Design strip_result_drain, sky130hd; sources not shown.
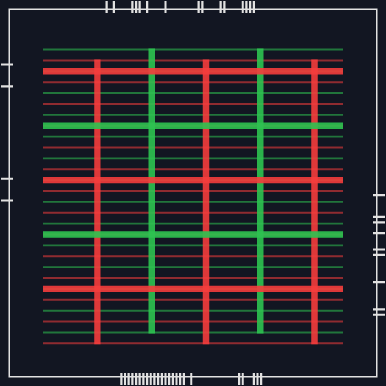
run_1/floorplan.png
Scale: 4 px per um. Pins as bars on the die edge.
Key: red = VSS; green = VDD
5 straps on met5. 28 met1 rails follow the rows. 5 straps on met4. The core has 27 rows.
Worst VDD drop: 0.525 mV
die span in y: 91.5 um
chip width: 91.5 um
core region area: 5510 um^2

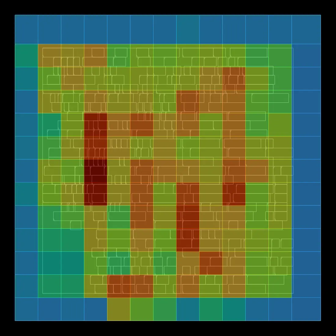
run_1/congestion_map.png
most used routing layer: met2
GRT Util Overall: 0.165
grt met3 use: 0.0329
average routed wire per standard cell: 17.4 um
final cell utilization of the core: 0.723

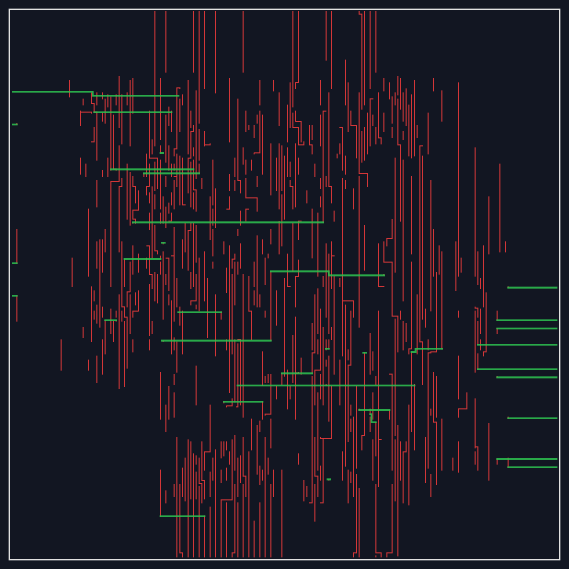
run_1/layers.png
Scale: 6 px per um. Two of the layers only.
Key: green = M3 [wire length 303 um]; red = M2 [wire length 3380 um]
final wirelength: 6.61 mm
vias post-DR: 2191

==> impl_results.rst, run 1 <==
Run summary
-----------

.. list-table::
   :header-rows: 1

   * - Metric
     - Value
   * - Post-cts hold buffer count
     - 0
   * - Clock network fraction of design power
     - 0.236
   * - Final #Nets
     - 348
   * - Cells along the critical path
     - buf_4 > mux4_2 > and2_1 > clkdlybuf4s50_1
   * - Critical Path Fanout Max
     - 7
   * - HPWL after detailed placement
     - 4.86 mm
   * - Delay of the slowest cell on the worst path
     - 0.59 ns
   * - Remaining antenna violation count after routing
     - 0
   * - Number of fill cells in the layout
     - 379
   * - Compound-cell area share of the yosys netlist
     - 0.0866
   * - Clock group total power
     - 663 uW
   * - Critical path startpoint category
     - register
   * - First-pass detailed-route iteration total
     - 4
   * - Endpoint class of the critical path
     - output port
   * - Final Power
     - 2810 uW
   * - Global route total overflow
     - 0
   * - Tapcells
     - 72
   * - Power dissipated in combinational cells
     - 1130 uW
   * - AND/OR/NAND/NOR Cells, Area Fraction
     - 0.156
   * - Number of top-level design ports
     - 52
   * - Final-layout non-clock buffer area share
     - 0.136
   * - Die footprint
     - 8370 um^2
   * - Total Negative Setup Slacks
     - 0 ns
   * - Starting utilization of the core area
     - 0.569
   * - Antenna cells
     - 0
   * - Outcome
     - finished clean
   * - Area figure in the yosys stat output
     - 3130 um^2
   * - Area added between synthesis and finish
     - 27.1%
   * - Setup repair after global routing missed its margin
     - no
   * - Latest clock arrival within the worst-skew pair
     - 0.33 ns
   * - Number of standard cells reported by yosys
     - 244
   * - Number of clock buffers in the layout
     - 9
   * - Number of placed cells counting well taps
     - 365
   * - Post-cts repair resize count
     - 0
   * - TritonCTS Sinks
     - 64
   * - Biggest area consumer among cell classes
     - sequential cells
   * - Combinational gates
     - 160
   * - Top logic family
     - simple AND/OR/NAND/NOR gates
   * - Reg clk slew, reported paths
     - 0.07 ns
   * - Share of flip-flops with an asynchronous set or reset
     - 0.438
   * - Number of buffers created by CTS
     - 9
   * - Synth flops
     - 64
   * - Plain + repair buffers
     - 55
   * - Count of maximum capacitance violations
     - 0
   * - Multiplexer share of the synthesized area
     - 0.0786
   * - Worst-case reg-to-reg path depth
     - 7
   * - Register-to-register setup slack
     - 1.47 ns
   * - Final setup fails
     - 0
   * - Area taken by flip-flops and latches
     - 1780 um^2
   * - Clock network share of area
     - 0.0612
   * - Final hold slack
     - 0.260 ns
   * - Detail-routed via count per cell
     - 5.75
   * - Combinational Power Share
     - 0.403
   * - CTS max path bufs
     - 2
   * - Multi-input gate area in the final layout
     - 1270 um^2
   * - Largest register FFs
     - 36
   * - Fraction of layout instances using a drive strength above 1
     - 0.120
   * - Number of global-route vias before repair
     - 2233
   * - Placement-stage worst setup slack
     - 0.682 ns
   * - Switching share of power
     - 0.358
   * - Area fraction in xor and xnor cells
     - 0.0168
   * - Last weighted congestion value of the routability-driven placer
     - 0.792
   * - Setup ws final
     - 0.356 ns
   * - Number of cells traversed by the worst hold path
     - 0
   * - Non-clk invs
     - 14
   * - Cell area leaders
     - sky130_fd_sc_hd__edfxtp_1, sky130_fd_sc_hd__dfrtp_1, sky130_fd_sc_hd__ha_1
   * - Sequential logic power
     - 1010 uW
   * - Dominant synthesized flop cell
     - sky130_fd_sc_hd__edfxtp_1
   * - Pin count of the biggest net entering global routing
     - 29
   * - Proportion of netlist area held by the largest area contributor
     - 0.345
   * - Critical path type
     - register to output port
   * - Registers
     - 64
   * - Logic share of the area
     - 0.320
   * - H-tree depth reported by CTS
     - 3
   * - Distinct cells, synth
     - 46
   * - Portion of the clock cycle consumed by the worst path in the final layout
     - 0.911
   * - Final critical delay including setup and external delays
     - 3.64 ns
   * - Post-synthesis adder-cell area fraction
     - 0.0679
   * - Data arrival time of the critical path
     - 2.34 ns
==> run 1: routing by layer <==
layer | up-vias | wire, um | GRT usage
met3 | 9 | 303 | 0.0329
met5 | - | 0 | 0
li1 | 1043 | - | -
met2 | 52 | 3380 | 0.270
met1 | 1087 | 2830 | 0.206
met4 | 0 | 102 | 0.0778
==> run 1: stage by stage <==
stage | utilization | cell area (um^2)
final | 0.723 | 3980
after global routing | 0.723 | 3980
after CTS | 0.723 | 3980
after detailed placement | 0.679 | 3740
after global placement | 0.679 | 3740
after floorplan | - | 3130
==> run 1: worst max-delay path: cells and delay by family, from the launching register on <==
kind	cells	cell delay [ns]
buf+inv	2	0.83
mux	1	0.50
simple gates	1	0.17
flops	1	0.52
## Run 2: what changed since run 1
--- a/config.mk
+++ b/config.mk
@@ -8,6 +8,7 @@
 export ABC_AREA = 0
 export CORE_MARGIN = 8
 export CORE_UTILIZATION = 55
+export CTS_BUF_LIST = sky130_fd_sc_hd__clkbuf_8
 export CTS_CLUSTER_DIAMETER = 80
 export DETAILED_ROUTE_END_ITERATION = 12
 export GPL_ROUTABILITY_DRIVEN = 1
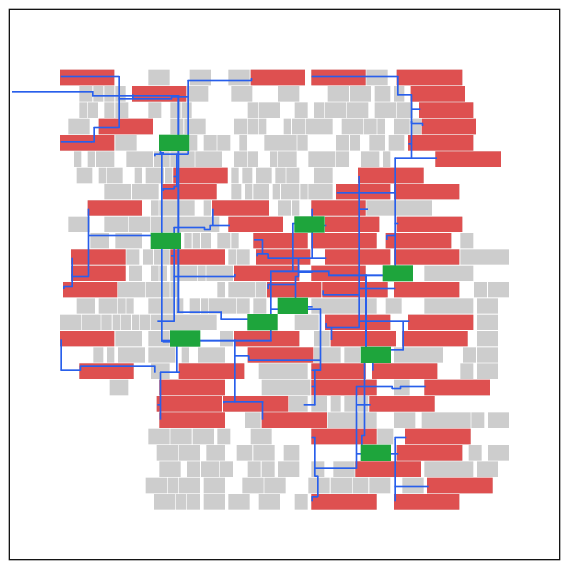
run_2/clock_wires.png
Scale: 6 px per um.
Key: blue = clock wires [length 724 um]; red = flip-flops [count 64]; green = clock-net drivers [count 9]
There are 10 routed clock nets.
latest clock arrival within the worst-skew pair: 0.33 ns
clock network fraction of design power: 0.236
clock group total power: 663 uW

==> run 2 against run 1 <==
- final cell count unchanged
- register-to-register slack hardly changed
- clock power barely moved
- routed wire length unchanged
- synthesized cell count did not move
- flip-flop count did not move
- clock-buffer cell count unchanged
- design area unchanged
- critical endpoint unchanged
- utilization unchanged
- worst hold slack unchanged
- area after synthesis unchanged
- largest cell class unchanged
- critical path depth stayed put
==> impl_results.rst, run 2 <==
Run summary
-----------

.. list-table::
   :header-rows: 1

   * - Metric
     - Value
   * - Register-to-register setup slack
     - 1.47 ns (about the same)
   * - Largest register FFs
     - 36 (unchanged)
   * - Average routed wire per standard cell
     - 17.4 um (unchanged)
   * - Number of top-level design ports
     - 52 (unchanged)
   * - Top layer reached by signal wires
     - met4
   * - Number of buffers created by CTS
     - 9 (unchanged)
   * - Dominant synthesized flop cell
     - sky130_fd_sc_hd__edfxtp_1
   * - Remaining antenna violation count after routing
     - 0 (unchanged)
   * - Cells along the critical path
     - buf_4 > mux4_2 > and2_1 > clkdlybuf4s50_1
   * - Area added between synthesis and finish
     - 27.1% (unchanged)
   * - Sequential logic power
     - 1010 uW (about the same)
   * - Portion of the clock cycle consumed by the worst path in the final layout
     - 0.911 (unchanged)
   * - Number of placed cells counting well taps
     - 365 (unchanged)
   * - Setup repair after global routing missed its margin
     - no
   * - Grt met3 use
     - 0.0329 (unchanged)
   * - Outcome
     - finished clean
   * - Setup ws final
     - 0.356 ns (unchanged)
   * - Final #Nets
     - 348 (unchanged)
   * - H-tree depth reported by CTS
     - 3 (unchanged)
   * - Critical Path Fanout Max
     - 7 (unchanged)
   * - TritonCTS Sinks
     - 64 (unchanged)
   * - CTS max path bufs
     - 2 (unchanged)
   * - Area figure in the yosys stat output
     - 3130 um^2 (unchanged)
   * - Post-cts hold buffer count
     - 0 (unchanged)
   * - Final setup fails
     - 0 (unchanged)
   * - Count of maximum capacitance violations
     - 0 (unchanged)
   * - Global route total overflow
     - 0 (unchanged)
   * - Delay of the slowest cell on the worst path
     - 0.59 ns (about the same)
   * - Proportion of netlist area held by the largest area contributor
     - 0.345 (unchanged)
   * - Fraction of layout instances using a drive strength above 1
     - 0.120 (unchanged)
   * - Met3 routed WL
     - 303 um (unchanged)
   * - Die span in y
     - 91.5 um (unchanged)
   * - Share of flip-flops with an asynchronous set or reset
     - 0.438 (unchanged)
   * - Detail-routed via count per cell
     - 5.75 (unchanged)
   * - Number of cells traversed by the worst hold path
     - 0 (unchanged)
   * - Worst VDD drop
     - 0.525 mV (unchanged)
   * - Final Power
     - 2810 uW (unchanged)
   * - First-pass detailed-route iteration total
     - 4 (unchanged)
   * - Final cell area excluding filler cells
     - 3980 um^2 (unchanged)
   * - Pin count of the biggest net entering global routing
     - 29 (unchanged)
   * - Count of cell instances traversed by the critical path
     - 4 (unchanged)
   * - Core region area
     - 5510 um^2 (unchanged)
   * - Worst-case reg-to-reg path depth
     - 7 (unchanged)
   * - Vias post-DR
     - 2191 (unchanged)
   * - GRT Util Overall
     - 0.165 (unchanged)
   * - Chip width
     - 91.5 um (unchanged)
   * - Last weighted congestion value of the routability-driven placer
     - 0.792 (unchanged)
   * - Final wirelength
     - 6.61 mm (unchanged)
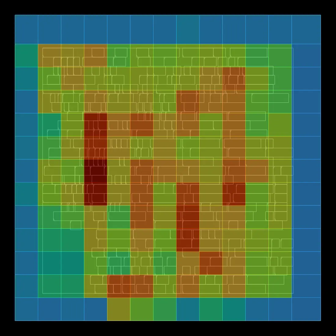
run_2/congestion_map.png
GR Layer Usage met1: 0.206
global routing usage on met2: 0.270

-- run 2: cell type report --
| cell class | instances | area (um^2) |
|---|---|---|
| clock buffers | 9 | 124 |
| clock inverters | 7 | 120 |
| fillers | 379 | 1520 |
| inverters | 14 | 52.6 |
| multi-input cells | 160 | 1270 |
| flip-flops and latches | 64 | 1780 |
| well taps | 72 | 90.1 |
| repair buffers | 55 | 541 |
-- run 2: logic make-up (layout without fill, tap and decap cells) --
logic type,count (synthesis),in the layout,share of synthesized area
compound gates,40,40,0.0866
xor+xnor,6,6,0.0168
fa+ha+maj,17,17,0.0679
buf+inv,20,85,0.0247
flops,64,64,0.569
mux,13,13,0.0786
simple gates,84,84,0.156
No activity file was given, so power comes from the tool's default toggle rates.
